run_1/io_fan.png
Scale bar: 20 um.
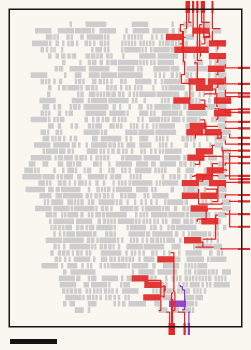
run_1/by_instance.png
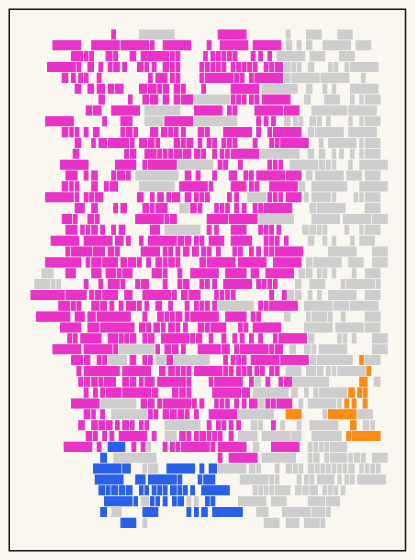
run_1/power_grid.png
Scale bar: 20 um. Pins as bars on the die edge. Tap cells in gray.
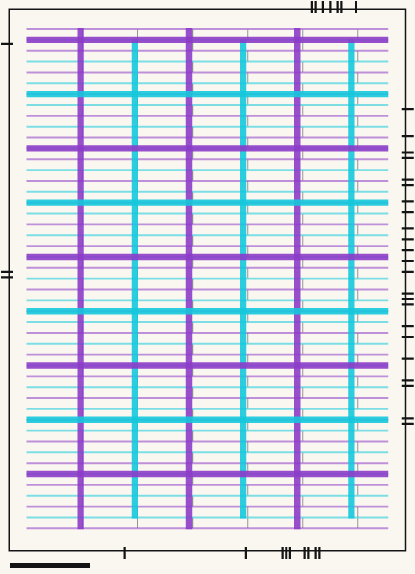
$ cat src/rtl/dft_scan_pkg.sv
// dft_scan_pkg: shared definitions for the scan-chain responder.
//   - state_t       : responder FSM encoding (IDLE=0, ACK=1, SHIFT=2, COMMIT=3)
//   - WORD_W        : output word width (32)
//   - word_count()  : number of WORD_W words needed to hold a bit count
//   - SIG_*         : field offsets of the optional signature word
package dft_scan_pkg;

    localparam int WORD_W = 32;

    typedef enum logic [1:0] {
        ST_IDLE   = 2'd0,
        ST_ACK    = 2'd1,
        ST_SHIFT  = 2'd2,
        ST_COMMIT = 2'd3
    } state_t;

    // Signature word layout: [15:0] chain length, [16] chain parity, rest 0.
    localparam int SIG_LEN_LSB    = 0;
    localparam int SIG_LEN_W      = 16;
    localparam int SIG_PARITY_BIT = 16;

    function automatic int word_count(input int bits);
        return (bits + WORD_W - 1) / WORD_W;
    endfunction

endpackage

$ cat src/rtl/dft_word_packer.sv
// dft_word_packer: serial-in, LSB-first packer producing WORD_W-bit words.
// Each accepted bit lands at the current bit position. When the word fills,
// or the caller flags the final chain bit, the word is moved to the output
// register and word_done pulses for one cycle. The accumulator restarts from
// zero, so unused high bits of a short final word come out as 0.
// Ports:
//   clk, reset : clock, synchronous active-high reset
//   clear      : restart packing at bit 0 (start of an unload)
//   shift      : accept bit_in this cycle
//   bit_in     : serial data bit
//   last       : bit_in is the final chain bit (flush a partial word)
//   word       : most recently completed word (held)
//   word_done  : one-cycle pulse, word just updated
module dft_word_packer #(
    parameter int WORD_W = 32
) (
    input  logic              clk,
    input  logic              reset,
    input  logic              clear,
    input  logic              shift,
    input  logic              bit_in,
    input  logic              last,
    output logic [WORD_W-1:0] word,
    output logic              word_done
);

    localparam int PW = $clog2(WORD_W);

    logic [WORD_W-1:0] acc;
    logic [PW-1:0]     pos;
    logic [WORD_W-1:0] merged;

    // Accumulator with the incoming bit already inserted.
    always_comb begin
        merged      = acc;
        merged[pos] = bit_in;
    end

    always_ff @(posedge clk) begin
        if (reset) begin
            acc       <= '0;
            pos       <= '0;
            word      <= '0;
            word_done <= 1'b0;
        end else if (clear) begin
            acc       <= '0;
            pos       <= '0;
            word_done <= 1'b0;
        end else begin
            word_done <= 1'b0;
            if (shift) begin
                if (pos == PW'(WORD_W - 1) || last) begin
                    word      <= merged;
                    word_done <= 1'b1;
                    acc       <= '0;
                    pos       <= '0;
                end else begin
                    acc <= merged;
                    pos <= pos + PW'(1);
                end
            end
        end
    end

endmodule

$ cat src/rtl/simple_counter.sv
// simple_counter: up-counter library cell with synchronous clear.
// Ports:
//   clk, reset : clock, synchronous active-high reset
//   clear      : synchronous clear (priority over en)
//   en         : count enable
//   count      : current count
module simple_counter #(
    parameter int WIDTH = 8
) (
    input  logic             clk,
    input  logic             reset,
    input  logic             clear,
    input  logic             en,
    output logic [WIDTH-1:0] count
);

    always_ff @(posedge clk) begin
        if (reset || clear)
            count <= '0;
        else if (en)
            count <= count + WIDTH'(1);
    end

endmodule

$ cat src/rtl/dft_scan_responder.sv
// dft_scan_responder: chain-side responder for the DFT
// val_op/op_ack/op_commit/commit_ack handshake, one per scan chain.
// On a request it rotates the whole chain once (scan_in fed from scan_out,
// so the chain ends up unchanged), packs the bits LSB-first into 32-bit
// words, strobes each word out, then raises op_commit until acknowledged.
// Optional build macro: DFT_SCAN_SIGNATURE_EN appends a signature word
// (chain length + chain parity) after the data words.
// Ports:
//   clk, reset         : clock, synchronous active-high reset
//   dft_val_op         : scan request (level)
//   dft_op_ack         : request accepted, held while dft_val_op stays high
//   dft_op_commit      : unload complete, held until dft_commit_ack
//   dft_commit_ack     : controller commit acknowledge (level)
//   dft_output_strobe  : one-cycle pulse, dft_output_data valid
//   dft_output_data    : packed chain word, held between strobes
//   scan_en            : chain shift enable
//   scan_in            : serial input to chain head
//   scan_out           : serial output from chain tail
module dft_scan_responder
    import dft_scan_pkg::*;
#(
    parameter int CHAIN_LEN = 64,
    parameter int WORD_W    = 32
) (
    input  logic              clk,
    input  logic              reset,
    input  logic              dft_val_op,
    output logic              dft_op_ack,
    output logic              dft_op_commit,
    input  logic              dft_commit_ack,
    output logic              dft_output_strobe,
    output logic [WORD_W-1:0] dft_output_data,
    output logic              scan_en,
    output logic              scan_in,
    input  logic              scan_out
);

    localparam int NW = word_count(CHAIN_LEN);
`ifdef DFT_SCAN_SIGNATURE_EN
    localparam int NW_EFF = NW + 1;
`else
    localparam int NW_EFF = NW;
`endif
    localparam int BCW = $clog2(CHAIN_LEN + 1);
    localparam int WCW = $clog2(NW_EFF + 1);

    state_t            state;
    logic [BCW-1:0]    bit_cnt;
    logic [WCW-1:0]    word_cnt;
    logic              shift_start;
    logic              last_bit;
    logic              word_done;
    logic [WORD_W-1:0] packed_word;

    // ACK -> SHIFT transition: restart counters and packer.
    assign shift_start = (state == ST_ACK) && !dft_val_op;
    assign last_bit    = (bit_cnt == BCW'(CHAIN_LEN - 1));

    // Recirculate so the chain is restored after CHAIN_LEN shifts.
    assign scan_in = scan_en ? scan_out : 1'b0;

    simple_counter #(.WIDTH(BCW)) u_bit_cnt (
        .clk   (clk),
        .reset (reset),
        .clear (shift_start),
        .en    (scan_en),
        .count (bit_cnt)
    );

    // word_cnt equals the index of the word being strobed in a strobe cycle.
    simple_counter #(.WIDTH(WCW)) u_word_cnt (
        .clk   (clk),
        .reset (reset),
        .clear (shift_start),
        .en    (dft_output_strobe),
        .count (word_cnt)
    );

    dft_word_packer #(.WORD_W(WORD_W)) u_packer (
        .clk       (clk),
        .reset     (reset),
        .clear     (shift_start),
        .shift     (scan_en),
        .bit_in    (scan_out),
        .last      (last_bit),
        .word      (packed_word),
        .word_done (word_done)
    );

`ifdef DFT_SCAN_SIGNATURE_EN
    logic              parity;
    logic [WORD_W-1:0] sig_word;

    always_ff @(posedge clk) begin
        if (reset || shift_start)
            parity <= 1'b0;
        else if (scan_en)
            parity <= parity ^ scan_out;
    end

    always_comb begin
        sig_word = '0;
        sig_word[SIG_LEN_LSB +: SIG_LEN_W] = SIG_LEN_W'(CHAIN_LEN);
        sig_word[SIG_PARITY_BIT]           = parity;
    end
`endif

    always_ff @(posedge clk) begin
        if (reset) begin
            state             <= ST_IDLE;
            dft_op_ack        <= 1'b0;
            dft_op_commit     <= 1'b0;
            scan_en           <= 1'b0;
            dft_output_strobe <= 1'b0;
            dft_output_data   <= '0;
        end else begin
            dft_output_strobe <= 1'b0;
            case (state)
                ST_IDLE: begin
                    // A request seen while the previous ack is still up waits.
                    if (dft_val_op && !dft_commit_ack) begin
                        state      <= ST_ACK;
                        dft_op_ack <= 1'b1;
                    end
                end
                ST_ACK: begin
                    // Ack stays visible until the controller drops val_op.
                    if (!dft_val_op) begin
                        state      <= ST_SHIFT;
                        dft_op_ack <= 1'b0;
                        scan_en    <= 1'b1;
                    end
                end
                ST_SHIFT: begin
                    if (scan_en && last_bit)
                        scan_en <= 1'b0;
                    if (word_done) begin
                        dft_output_strobe <= 1'b1;
                        dft_output_data   <= packed_word;
                    end
`ifdef DFT_SCAN_SIGNATURE_EN
                    // Signature follows the last data strobe directly.
                    else if (dft_output_strobe && word_cnt == WCW'(NW - 1)) begin
                        dft_output_strobe <= 1'b1;
                        dft_output_data   <= sig_word;
                    end
`endif
                    if (dft_output_strobe && word_cnt == WCW'(NW_EFF - 1)) begin
                        state         <= ST_COMMIT;
                        dft_op_commit <= 1'b1;
                    end
                end
                ST_COMMIT: begin
                    if (dft_commit_ack) begin
                        state         <= ST_IDLE;
                        dft_op_commit <= 1'b0;
                    end
                end
                default: state <= ST_IDLE;
            endcase
        end
    end

endmodule

$ cat config.mk
export PLATFORM = sky130hd
export DESIGN_NAME = dft_scan_responder
export DESIGN_NICKNAME = d
export VERILOG_FILES = /design/src/rtl/dft_scan_pkg.sv /design/src/rtl/dft_word_packer.sv /design/src/rtl/simple_counter.sv /design/src/rtl/dft_scan_responder.sv
export SDC_FILE = /design/constraint.sdc
export NUM_CORES = 1
export LEC_CHECK = 0
export ABC_AREA = 1
export CORE_ASPECT_RATIO = 1.4
export CORE_MARGIN = 4
export CORE_UTILIZATION = 47
export CTS_BUF_LIST = sky130_fd_sc_hd__clkbuf_4 sky130_fd_sc_hd__clkbuf_8 sky130_fd_sc_hd__clkbuf_16
export DETAILED_ROUTE_END_ITERATION = 12
export GPL_TIMING_DRIVEN = 0
export PLACE_DENSITY = 0.69
export SYNTH_ARGS = -nofsm -noshare
export SYNTH_HDL_FRONTEND = slang
export SYNTH_HIERARCHICAL = 1
export SYNTH_SLANG_ARGS = --single-unit
$ cat constraint.sdc
create_clock -name clk -period 1.68 [get_ports clk]
set_input_delay 0.504 -clock clk [delete_from_list [all_inputs] [get_ports clk]]
set_output_delay 0.504 -clock clk [all_outputs]
set_load 0.05 [all_outputs]
==> flow_summary_export.csv, run 1 <==
group,metric,value,unit
outcome,status,"finished with violations",
clocking,clock_latency,0.41,ns
power_and_ir_drop,seqPwrFrac,37.5,%
timing,fin_crit_sh,104,%
critical_path,ff2ff_path_depth,11,
global_route,first_global_vias,4845,
routing,met2_length,7110,um
critical_path,r2r_end,"u_packer/acc[13]",
routing,drc,0,
clocking,cts-resized-gates,167,
outcome,violations,"setup timing",
timing,finalHoldViolCount,0,
worst_hold_path,hold_path_startpoint,"u_packer/acc[1]",
timing,rsz0062_at_grt,"true",
logic_synthesis,synth_cell_types,29,
critical_path,cp-start-kind,"flip-flop",
timing,fmax,573,MHz
finish,nNetsFinal,913,
timing,setup_viol,31,
critical_path,path_class,"flip-flop to flip-flop",
timing,hold_ws,0.464,ns
logic_synthesis,synthCells,826,
critical_path,endpoint_kind,"flip-flop",
timing,setup_ws,-0.0653,ns
finish,fillers,1024,
power_and_ir_drop,p_int,0.00579,W
critical_path,cp.required,2.01,ns
routing,ant_nets,0,
routing,routedLengthMet1,5940,um
Back to the opening pictures, io_fan.png:
Key: `dft_output_data` = red [direction output, edge 21 right, 7 top, 4 bottom, end cells 32, buffers 32, wire 666 um]; `dft_op_ack` = purple [direction output, edge bottom, end cells 1, buffers 1, wire 19.8 um]
Port Buffers: 41
I/O pins: 42

Back to the opening pictures, by_instance.png:
Key: `u_packer` = magenta [cells 572]; `u_bit_cnt` = blue [cells 44]; `u_word_cnt` = orange [cells 14, where bottom right]
Another 280 cells are not colored.

Back to the opening pictures, power_grid.png:
Key: VDD = cyan; VSS = purple
47 met1 rails follow the rows. 9 straps on met5. 144 tap cells.

==> run 1: through the flow <==
step           instance area [um2]  TNS, ns  setup WS [ns]  power (W)  cells
6_report                      7190   -0.857        -0.0653    0.00779   1054
5_1_grt                       7190    -7.15         -0.152    0.00810   1054
4_1_cts                       6980        0         0.0120    0.00772   1048
3_5_place_dp                  6110   -57.21         -0.794    0.00390   1011
3_3_place_gp                  6110   -55.88         -0.775    0.00388   1011
2_1_floorplan                 5520   -0.881        -0.0300    0.00362    826
==> run 1: power by group through the flow <==
stage	clock, W	sequential [W]	combinational, W
after floorplan	0	0.00304	0.000580
after global placement	0	0.00297	0.000908
after detailed placement	0	0.00298	0.000928
after CTS	0.00382	0.00292	0.000983
after global routing	0.00395	0.00293	0.00122
final	0.00376	0.00292	0.00112
==> run 1: per-layer routing <==
metal,GRT usage (%),up-vias
met2,36.1,148
met3,4.17,23
li1,-,2723
met5,0,-
met4,8.12,0
met1,24.7,2408
==> run 1: registers in the layout, summed over array words and instances (netlist names) <==
name,count
dft_output_data,32
u_packer/pos,5
state,2
u_packer/acc,32
u_packer/word,32
u_packer/word_done,1
dft_op_commit,1
dft_op_ack,1
u_bit_cnt/count,7
scan_en,1
u_word_cnt/count,2
dft_output_strobe,1
==> run 1: cells by family after synthesis <==
family | after synthesis | share of synthesized area, %
xor gates and xnor gates | 1 | 0.161
AOI/OAI and AO/OA | 83 | 7.82
DFF | 117 | 43.0
buffers and inverters | 140 | 10.5
adders and majority gates | 10 | 2.30
and+or+nand+nor | 475 | 36.2
==> run 1: synthesized netlist by cell type (all sizes together), types with 3 or more instances <==
| master | number | area share (%) |
|---|---|---|
| a21oi | 42 | 3.9 |
| nand4 | 16 | 1.8 |
| inv | 95 | 6.6 |
| ha | 10 | 2.3 |
| buf | 19 | 2.1 |
| nor3 | 5 | 0.67 |
| clkbuf | 23 | 1.6 |
| nand3 | 70 | 6.4 |
| clkinv | 3 | 0.23 |
| nor2 | 165 | 12 |
| dfxtp | 117 | 43 |
| nand2 | 219 | 15 |
| o21ai | 38 | 3.5 |
==> run 1: worst max-delay path: stages, from the launching register on <==
cell	delay (ns)
dfxtp_4	0.36
ha_4	0.17
nand2_4	0.08
nor2_4	0.05
ha_4	0.15
nor2_4	0.14
buf_4	0.15
nand2_2	0.07
clkinv_4	0.13
clkbuf_16	0.17
nand3_1	0.08
a21oi_1	0.14
==> run 1: cell type report <==
cell class                 count  area, um2  area share (%)
inverter                      98        375            5.22
tap                          144        180            2.51
sequential                   117       2360            32.9
timing repair buffer          57        646            8.98
clock inverter                 7        119            1.65
buffer                        38        297            4.12
multi-input combinational    569       2700            37.6
clock buffer                  24        509            7.08
==> run 1: worst max-delay path by stage <==
stage	startpoint	to	cells after the start
finish	u_packer/pos[0]	u_packer/acc[13]	11
global route	u_bit_cnt/count[3]	u_packer/word[24]	12
CTS	u_packer/pos[0]	u_packer/acc[12]	11
detailed placement	reset	u_packer/acc[12]	6
global placement	reset	u_packer/acc[17]	6
floorplan	u_packer/pos[1]	u_packer/word[10]	11
run_1/flops_by_reg.png
Scale bar: 20 um.
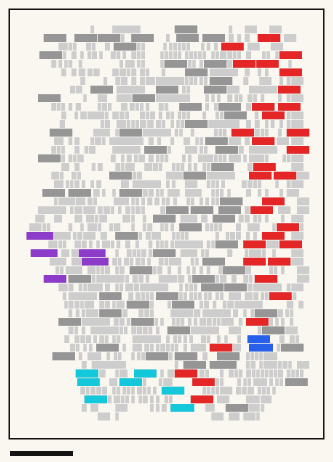

--- run 2 (diff from run 1) ---
--- a/config.mk
+++ b/config.mk
@@ -8,11 +8,13 @@
 export ABC_AREA = 1
 export CORE_ASPECT_RATIO = 1.4
 export CORE_MARGIN = 4
-export CORE_UTILIZATION = 47
+export CORE_UTILIZATION = 53
 export CTS_BUF_LIST = sky130_fd_sc_hd__clkbuf_4 sky130_fd_sc_hd__clkbuf_8 sky130_fd_sc_hd__clkbuf_16
+export CTS_CLUSTER_SIZE = 30
 export DETAILED_ROUTE_END_ITERATION = 12
+export GPL_ROUTABILITY_DRIVEN = 0
 export GPL_TIMING_DRIVEN = 0
-export PLACE_DENSITY = 0.69
+export PLACE_DENSITY = 0.76
 export SYNTH_ARGS = -nofsm -noshare
 export SYNTH_HDL_FRONTEND = slang
 export SYNTH_HIERARCHICAL = 1
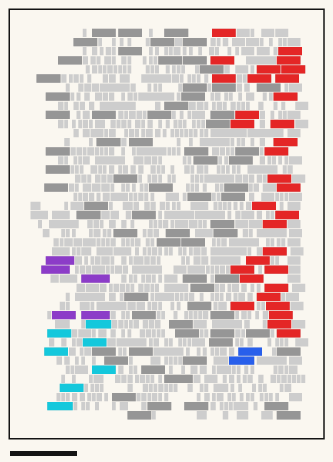
run_2/flops_by_reg.png
Scale bar: 20 um.
Key: `u_bit_cnt/count` = cyan [sequential cells 7, where bottom left]; `dft_output_data` = red [sequential cells 32]; `u_packer/pos` = purple [sequential cells 5]; `state` = blue [sequential cells 2]

==> flow_summary_export.csv, run 2 <==
group,metric,value,unit
outcome,violations,"setup timing",
placed_design,place_area,6100,um2
critical_path,endpoint_kind,"flip-flop",
timing,rsz0062_at_grt,"true",
outcome,status,"finished with violations",
finish,largest_registers,"dft_output_data x32, u_packer/acc x32, u_packer/word x32",
logic_synthesis,synth.top_cell.area_share,43.0,%
critical_path,cp.required,2.04,ns
critical_path,cp_slowest_cell,"dfxtp_4",
critical_path,path_class,"flip-flop to flip-flop",
job,warning_count,35,
critical_path,critPathBufInv,3,
global_route,first_global_vias,4904,
critical_path,slowest_delay,0.37,ns
logic_synthesis,synth_cell_types,29,
timing,setup_ws,-0.0321,ns
timing,fin_crit_sh,102,%
finish,postLayoutCellArea,7110,um2
critical_path,cp_top_family,"simple AND/OR/NAND/NOR gates",
critical_path,path_cells,"ha_4 > nand2_4 > nor2_4 > ha_4 > nor2_4 > nor3_4 > buf_12 > buf_8 > nor2_1 > nor2_1 > nand2_1 > inv_1",
timing,setup_viol,9,
finish,nNetsFinal,910,
placed_design,numPortBuffers,41,
logic_synthesis,synthTopCellsByCount,"nand2_1, nor2_1, dfxtp_1, inv_1, nand3_1",
## run 2: cell counts after synthesis
No cell type changed its count.
## run 2: area by class of cell
cell class | instances | area (um2)
repair buffers | 54 | 582
clock inverters | 13 | 205
multi-input cells | 569 | 2680
inverters | 98 | 378
fillers | 766 | 2840
plain buffers | 38 | 290
flip-flops and latches | 117 | 2360
well taps | 135 | 169
clock buffers | 19 | 440
## run 2: cells by family (layout without fill, tap and decap cells)
kind of cell,Yosys count,in the layout,synth area share [%]
AND/OR/NAND/NOR,475,475,36.2
buffers and inverters,140,222,10.5
flip-flops,117,117,43.0
AND-OR/OR-AND,83,83,7.82
adder cells (fa/ha/maj),10,10,2.30
XOR/XNOR,1,1,0.161
## run 2: worst paths after layout
kind / start / to / slack (ns) / depth (start not counted)
worst min register to register: u_packer/acc[0] / u_packer/acc[0] / 0.46 / 2
worst max-delay path: u_packer/pos[1] / u_packer/word[8] / -0.03 / 12
worst max register to register: u_packer/pos[1] / u_packer/word[8] / -0.03 / 12
worst min-delay path: u_packer/acc[0] / u_packer/acc[0] / 0.46 / 2
## run 2: metal layers
layer | up-vias | global-route usage, % | wire [um]
met5 | - | 0 | 0
met4 | 0 | 10.2 | 380
met3 | 39 | 6.17 | 812
met2 | 191 | 41.5 | 7270
met1 | 2443 | 27.3 | 5620
li1 | 2714 | - | -
## run 2: per-stage QoR
stage          hold slack (ns)  std cells  setup WS [ns]  TNS [ns]  total power [W]
2_1_floorplan            0.442        826        -0.0300    -0.881          0.00362
3_3_place_gp             0.451       1002         -0.722    -52.09          0.00386
3_5_place_dp             0.455       1002         -0.787    -55.23          0.00389
4_1_cts                  0.462       1039       -0.00108  -0.00108          0.00786
5_1_grt                  0.477       1043         -0.122     -3.11          0.00815
6_report                 0.461       1043        -0.0321    -0.109          0.00788
## run 2: timing repair
item | 4_1_cts | 5_1_grt
gates cloned | 0 | 2
buffers inserted | 9 | 2
hold buffers | 0 | 0
pin swaps | 2 | 0
gates resized | 157 | 53
setup endpoints to repair | 107 | 74
## run 2: power by group
part,total [W],switching (W),internal (W),leakage (nW)
sequential,0.00292,0.0000800,0.00284,0.948
combinational,0.00102,0.000700,0.000316,1.74
clock,0.00394,0.00128,0.00266,0.318
total,0.00788,0.00206,0.00582,3.01
## run 2: worst reg2reg max path: stages, from the launching register on
cell	delay, ns
dfxtp_4	0.37
ha_4	0.16
nand2_4	0.07
nor2_4	0.12
ha_4	0.15
nor2_4	0.05
nor3_4	0.15
buf_12	0.17
buf_8	0.14
nor2_1	0.05
nor2_1	0.11
nand2_1	0.08
inv_1	0.05
No activity file was given, so power comes from the tool's default toggle rates.
